`config.mk`:
```
export PLATFORM = sky130hd
export DESIGN_NAME = decoder_mb
export DESIGN_NICKNAME = d
export VERILOG_FILES = /design/src/rtl/decoder_pkg.sv /design/src/rtl/instr_classify.sv /design/src/rtl/decoder_mb.sv
export SDC_FILE = /design/constraint.sdc
export NUM_CORES = 1
export LEC_CHECK = 0
export ABC_AREA = 1
export CAP_MARGIN = 20
export CORE_ASPECT_RATIO = 1.1
export CORE_MARGIN = 2
export CORE_UTILIZATION = 54
export CTS_BUF_LIST = sky130_fd_sc_hd__clkbuf_2 sky130_fd_sc_hd__clkbuf_4 sky130_fd_sc_hd__clkbuf_8
export DETAILED_ROUTE_END_ITERATION = 7
export PLACE_DENSITY = 0.84
export SYNTH_ARGS = -nofsm -noshare
export SYNTH_HDL_FRONTEND = slang
export SYNTH_HIERARCHICAL = 1
export SYNTH_SLANG_ARGS = --single-unit
```
`constraint.sdc`:
```
create_clock -name CLK -period 5.5 [get_ports CLK]
set_clock_uncertainty 0.05 [all_clocks]
set_input_delay 1.1 -clock CLK [delete_from_list [all_inputs] [get_ports CLK]]
set_output_delay 1.1 -clock CLK [all_outputs]
set_load 0.01 [all_outputs]
```
`src/rtl/decoder_pkg.sv`:
```
// rtl/decoder_pkg.sv - shared constants, class and state encodings for the multi-byte decoder
// Purpose: opcode class constants, instruction class enum, FSM state enum,
//          ALU_OP and REG_ID field widths.
// Ports:   none (package).
package decoder_pkg;

    localparam int ALU_OP_LEN = 3;
    localparam int REG_ID_LEN = 3;

    // Opcode byte bits [6:4] for the fixed classes, and the F value they reserve.
    localparam logic [2:0] BR     = 3'b011;
    localparam logic [2:0] LDST   = 3'b111;
    localparam logic [1:0] F_LDST = 2'b11;

    typedef enum logic [1:0] {
        CLS_ALU_R,
        CLS_ALU_I,
        CLS_BR,
        CLS_LDST
    } cls_t;

    typedef enum logic {
        S_OP,
        S_EXT
    } state_t;

endpackage

```
`src/rtl/instr_classify.sv`:
```
// rtl/instr_classify.sv - combinational opcode byte classifier
// Purpose: maps one opcode byte to its class, extension-byte need and the
//          fields that come from the opcode byte alone.
// Ports:   op        in   opcode byte
//          cls       out  instruction class
//          needs_ext out  opcode is followed by an extension byte
//          alu_op    out  ALU operation
//          imm_sel   out  operand B is the immediate
//          is_brn/is_brz/is_brp out branch condition flags
//          is_ld/is_st out load / store
//          addr_abs  out  load/store uses an absolute address
//          reg_id    out  register operand
//          imm_short out  short immediate nibble
module instr_classify
    import decoder_pkg::*;
(
    input  logic [7:0]            op,
    output cls_t                  cls,
    output logic                  needs_ext,
    output logic [ALU_OP_LEN-1:0] alu_op,
    output logic                  imm_sel,
    output logic                  is_brn,
    output logic                  is_brz,
    output logic                  is_brp,
    output logic                  is_ld,
    output logic                  is_st,
    output logic                  addr_abs,
    output logic [REG_ID_LEN-1:0] reg_id,
    output logic [3:0]            imm_short
);

    always_comb begin
        cls = CLS_ALU_R;
        if (op[6:4] == BR) begin
            cls = CLS_BR;
        end else if (op[6:4] == LDST) begin
            cls = CLS_LDST;
        end else if (op[6] && (op[5:4] != F_LDST)) begin
            cls = CLS_ALU_I;
        end
    end

    // Branches always carry a target byte; LD/ST and immediate ALU only when X is set.
    assign needs_ext = (cls == CLS_BR) ||
                       (op[7] && ((cls == CLS_LDST) || (cls == CLS_ALU_I)));

    assign alu_op    = {op[5:4], op[6] ? 1'b0 : op[3]};
    assign imm_sel   = (cls == CLS_ALU_I);
    assign is_brn    = (cls == CLS_BR) && op[3];
    assign is_brz    = (cls == CLS_BR) && op[2];
    assign is_brp    = (cls == CLS_BR) && op[1];
    assign is_ld     = (cls == CLS_LDST) && !op[3];
    assign is_st     = (cls == CLS_LDST) && op[3];
    assign addr_abs  = (cls == CLS_LDST) && op[7];
    assign reg_id    = op[2:0];
    assign imm_short = op[3:0];

endmodule

```
`src/rtl/decoder_mb.sv`:
```
// rtl/decoder_mb.sv - multi-byte instruction decoder between fetch and execute
// Purpose: takes instruction bytes from fetch, assembles one- or two-byte
//          instructions and presents each fully decoded instruction once.
// Ports:   CLK, RST (sync, active-high), FLUSH
//          INSTR/INSTR_VALID/INSTR_READY  byte stream from fetch
//          DEC_VALID/DEC_READY            decoded instruction handshake
//          ALU_OP, IMM, IMM_SEL, BR_TARGET, IS_BRN, IS_BRZ, IS_BRP,
//          IS_LD, IS_ST, ADDR_ABS, MEM_ADDR, REG_ID  registered decoded fields
module decoder_mb
    import decoder_pkg::*;
#(
    parameter int INSTR_LEN = 8,
    parameter int DATA_LEN  = 4,
    parameter int PC_LEN    = 7,
    parameter int ADDR_LEN  = 8
) (
    input  logic                  CLK,
    input  logic                  RST,
    input  logic                  FLUSH,
    input  logic [INSTR_LEN-1:0]  INSTR,
    input  logic                  INSTR_VALID,
    output logic                  INSTR_READY,
    output logic                  DEC_VALID,
    input  logic                  DEC_READY,
    output logic [ALU_OP_LEN-1:0] ALU_OP,
    output logic [DATA_LEN-1:0]   IMM,
    output logic                  IMM_SEL,
    output logic [PC_LEN-1:0]     BR_TARGET,
    output logic                  IS_BRN,
    output logic                  IS_BRZ,
    output logic                  IS_BRP,
    output logic                  IS_LD,
    output logic                  IS_ST,
    output logic                  ADDR_ABS,
    output logic [ADDR_LEN-1:0]   MEM_ADDR,
    output logic [REG_ID_LEN-1:0] REG_ID
);

    state_t                 state, state_nx;
    logic [7:0]             op_q;
    logic [7:0]             cls_in;
    logic [INSTR_LEN-1:0]   ext_byte;
    logic                   xfer, load_out, capture_op;

    cls_t                   c_cls;
    logic                   c_needs_ext, c_imm_sel;
    logic                   c_brn, c_brz, c_brp, c_ld, c_st, c_abs;
    logic [ALU_OP_LEN-1:0]  c_alu_op;
    logic [REG_ID_LEN-1:0]  c_reg_id;
    logic [3:0]             c_imm_short;

    // A new byte may enter whenever the output slot is free or being emptied.
    assign INSTR_READY = !DEC_VALID || DEC_READY;
    assign xfer        = INSTR_VALID && INSTR_READY;

    // While waiting for the extension byte the latched opcode drives the classifier.
    assign cls_in   = (state == S_EXT) ? op_q : INSTR[7:0];
    assign ext_byte = (state == S_EXT) ? INSTR : '0;

    instr_classify u_classify (
        .op        (cls_in),
        .cls       (c_cls),
        .needs_ext (c_needs_ext),
        .alu_op    (c_alu_op),
        .imm_sel   (c_imm_sel),
        .is_brn    (c_brn),
        .is_brz    (c_brz),
        .is_brp    (c_brp),
        .is_ld     (c_ld),
        .is_st     (c_st),
        .addr_abs  (c_abs),
        .reg_id    (c_reg_id),
        .imm_short (c_imm_short)
    );

    always_ff @(posedge CLK) begin
        if (RST || FLUSH) begin
            state <= S_OP;
        end else begin
            state <= state_nx;
        end
    end

    always_comb begin
        state_nx = state;
        case (state)
            S_OP:    if (xfer && c_needs_ext) state_nx = S_EXT;
            S_EXT:   if (xfer) state_nx = S_OP;
            default: state_nx = S_OP;
        endcase
    end

    always_comb begin
        load_out   = 1'b0;
        capture_op = 1'b0;
        case (state)
            S_OP: begin
                capture_op = xfer && c_needs_ext;
                load_out   = xfer && !c_needs_ext;
            end
            S_EXT:   load_out = xfer;
            default: load_out = 1'b0;
        endcase
    end

    always_ff @(posedge CLK) begin
        if (RST) begin
            op_q      <= '0;
            DEC_VALID <= 1'b0;
            ALU_OP    <= '0;
            IMM       <= '0;
            IMM_SEL   <= 1'b0;
            BR_TARGET <= '0;
            IS_BRN    <= 1'b0;
            IS_BRZ    <= 1'b0;
            IS_BRP    <= 1'b0;
            IS_LD     <= 1'b0;
            IS_ST     <= 1'b0;
            ADDR_ABS  <= 1'b0;
            MEM_ADDR  <= '0;
            REG_ID    <= '0;
        end else if (FLUSH) begin
            // Only the valid flag is cleared; data fields keep their last values.
            DEC_VALID <= 1'b0;
        end else begin
            if (capture_op) begin
                op_q <= INSTR[7:0];
            end
            if (load_out) begin
                DEC_VALID <= 1'b1;
                ALU_OP    <= c_alu_op;
                IMM       <= ((state == S_EXT) && (c_cls == CLS_ALU_I))
                             ? ext_byte[DATA_LEN-1:0] : DATA_LEN'(c_imm_short);
                IMM_SEL   <= c_imm_sel;
                BR_TARGET <= ext_byte[PC_LEN-1:0];
                IS_BRN    <= c_brn;
                IS_BRZ    <= c_brz;
                IS_BRP    <= c_brp;
                IS_LD     <= c_ld;
                IS_ST     <= c_st;
                ADDR_ABS  <= c_abs;
                MEM_ADDR  <= ext_byte[ADDR_LEN-1:0];
                REG_ID    <= c_reg_id;
            end else if (DEC_READY) begin
                DEC_VALID <= 1'b0;
            end
        end
    end

endmodule

```
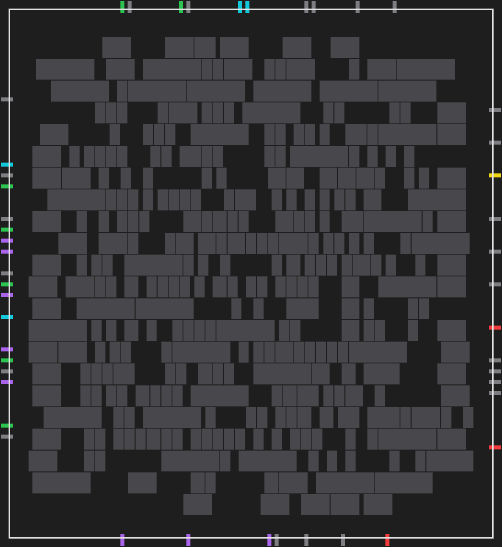
**Above:** pin map.
Drawn at 8 px/um. Pins as bars across the die edge, other pins in grey.
port	colour	pins	direction	edge
INSTR	purple	8	input	5 left, 3 bottom
REG_ID	red	3	output	2 right, 1 bottom
IS_BRP	yellow	1	output	right
BR_TARGET	green	7	output	5 left, 2 top
IMM	cyan	4	output	2 left, 2 top

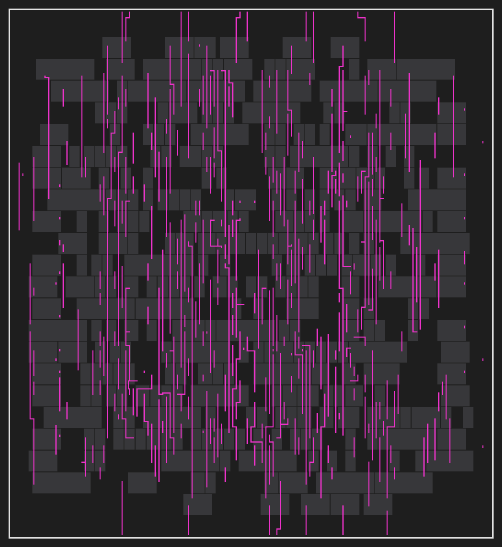
**Above:** M2 wires.
Drawn at 8 px/um. Cells faint in the background.
share of all routed wire	47%
main direction	vertical

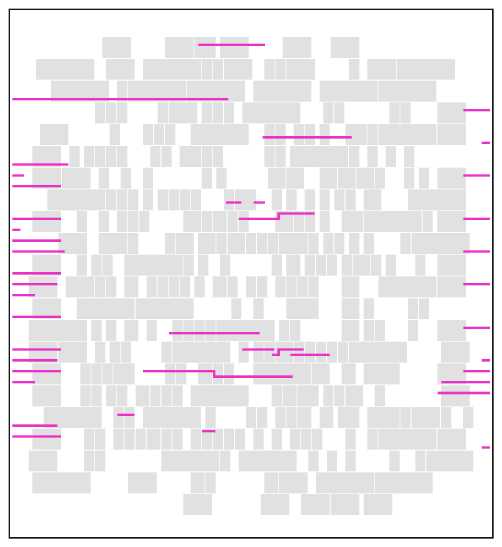
**Above:** met3 routing.
Drawn at 8 px/um. Cells faint in the background.
main direction	horizontal
wire length on this layer	222 um
share of all routed wire	5.9%
longest straight run	26.7 um
nets with wire on the layer	38

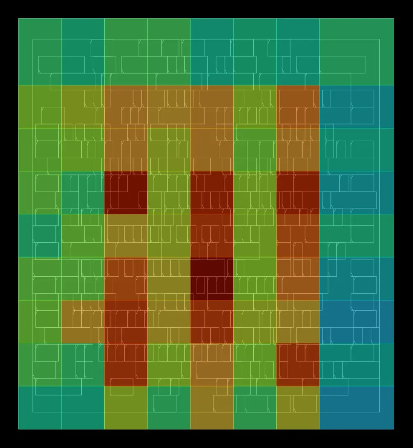
**Above:** track usage over the die.
met1 Use GR: 24.27%
GRT Overall Usage: 21.13%
final core utilization: 68.56%
grt met3 use: 7.045%

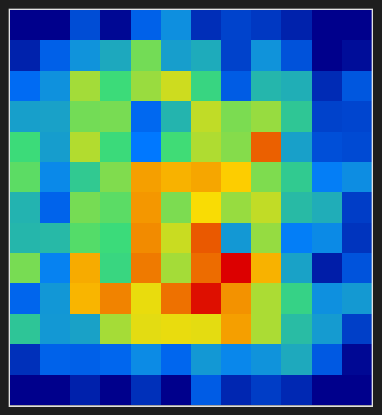
**Above:** signal metal coverage by tile.
Drawn at 6 px/um. 12 x 13 tiles, from dark blue (low) to red (high), scaled to the fullest tile. Values are wire area over tile area, all layers added.
densest ninth of the die	middle
nearly empty tiles	8.3%
fullest tile	0.38
mean over tiles	0.15

==> results.toml <==
# physical design summary
[synthesis]
top_area_cell = "dfxtp_1"
synth_cell_types = 19
aoi_share_pct = 3.925
syn_area_per_cell_sq_um = 6.227
synth_cells = 302
syn_area_sq_um = 1881
synth.net_count = 315
simple_gate_share_pct = 40.72
top_area_share_pct = 37.26
ys_seq_share_pct = 37.26
synth_flops = 35
topCellsByArea = "dfxtp_1, nand2_1, nor2_1"
logic_family = "simple AND/OR/NAND/NOR gates"
ys_cells = 302
synth_warnings = 6

[cells_and_area]
area_delta_synth_final_pct = 21.42
instances_no_fill = 376
largest-register = "op_q"
diodes = 0
final_cell_mix = "nand2_1, nor2_1, clkdlybuf4s50_1"
final_cell_area_sq_um = 2283
largest_reg_flops = 8
drive_gt1_share_pct = 5.183
reg_top3 = "op_q (8), BR_TARGET (6), IMM (4)"

[setup_path]
endpoint = "INSTR_READY"
crit_buf_inv = 3
critPathMaxFanout = 4
r2r_start = "state"
startpoint_type = "input port"
worstPathRequired_ns = 4.35
r2r-end = "IMM[3]"
slowest_stage = "clkdlybuf4s50_1"
cp.depth = 4
path_class = "in -> out"
max_stage_delay_ns = 0.56
startpoint = "DEC_READY"
cp_top_family = "buffers and inverters"
endpoint_kind = "primary output"
rr_worst_depth = 10

[sta]
setup_viol_count_final = 0
max_freq_mhz = 288.7
slew_viol_final = 0
tightest_slew_ns = 0.9192
fin_crit_sh_pct = 62.99
tns_ns = 0
hold_violations = 0

[pwr]
leakage_nw = 1.125
ir_drop_mv = 0.1419
report.power.total_w = 0.0005515
power_density_nw_per_um2 = 241.5

[placed_design]
dpl.hpwl_um = 2611
gp_congestion = 0.8544

[route]
top_layer = "met4"
met1_length_um = 1690
wl_met2_um = 1764
vias_per_cell = 4.689
antenna_left = 0

[clock_tree]
cts_buffer_depth = 2
ctsHoldBuffers = 0
ctsRootBufferMaster = "clkbuf_4"
clock_sinks = 35
ctsResizeCount = 0
clkTransAtPathRegs_ns = 0.09

[die]
core_sq_um = 3331
rows = 22
die_h_um = 65.90

[global_route]
grt_pass1_vias = 1554
grt_pass1_wl_um = 6389

[job]
drv_cap = 0

[status]
outcome = "completed"
worst reg2reg max path: stages, from the launching register on:
cell and delay, ns:
dfxtp_1 0.81, inv_2 0.24, nand2_1 0.11, nand2_1 0.19, nand2_1 0.14, nand2_1 0.09
nand2_4 0.19, nand4_2 0.46, nand2_1 0.19, nand2_1 0.06, nor2_1 0.13
power by group:
| group | switching [W] | internal, W | leakage, nW |
|---|---|---|---|
| clock | 0.0000832 | 0.0000597 | 0.0361 |
| sequential | 0.0000109 | 0.000270 | 0.287 |
| combinational | 0.0000682 | 0.0000594 | 0.803 |
layer usage:
layer  vias up  global-route usage, %
met5         -                      0
met4         0                  7.222
met3         6                  7.045
met2        51                  36.01
met1       759                  24.27
li1        947                      -
synth_stat cells (all sizes together):
cell type	instances
nand2	83
nand4	19
inv	44
nand3	4
buf	23
dfxtp	35
a21boi	1
nor2	77
o21ai	9
clkbuf	5
a21oi	2
worst min path at each step:
stage / start / end / slack [ns] / cells after the start
after floorplan: op_q[0] / op_q[0] / 0.40 / 2
after global placement: op_q[0] / op_q[0] / 0.41 / 2
after detailed placement: IS_ST / IS_ST / 0.42 / 2
after CTS: IS_BRN / IS_BRN / 0.44 / 2
after global routing: op_q[3] / op_q[3] / 0.47 / 2
final: IS_BRN / IS_BRN / 0.44 / 2
cell type report:
type	instances	area, sq um	area share [%]
clock inverters	1	5.005	0.2192
well taps	48	60.06	2.630
multi-input cells	195	839.6	36.77
flip-flops and latches	35	700.7	30.68
clock buffers	7	52.55	2.301
repair buffers	46	460.4	20.16
inverters	44	165.2	7.233
cell families after synthesis:
| logic type | Yosys count |
|---|---|
| and+or+nand+nor | 183 |
| buffers and inverters | 72 |
| DFF | 35 |
| AOI/OAI and AO/OA | 12 |
Power and IR drop assume default switching activity.
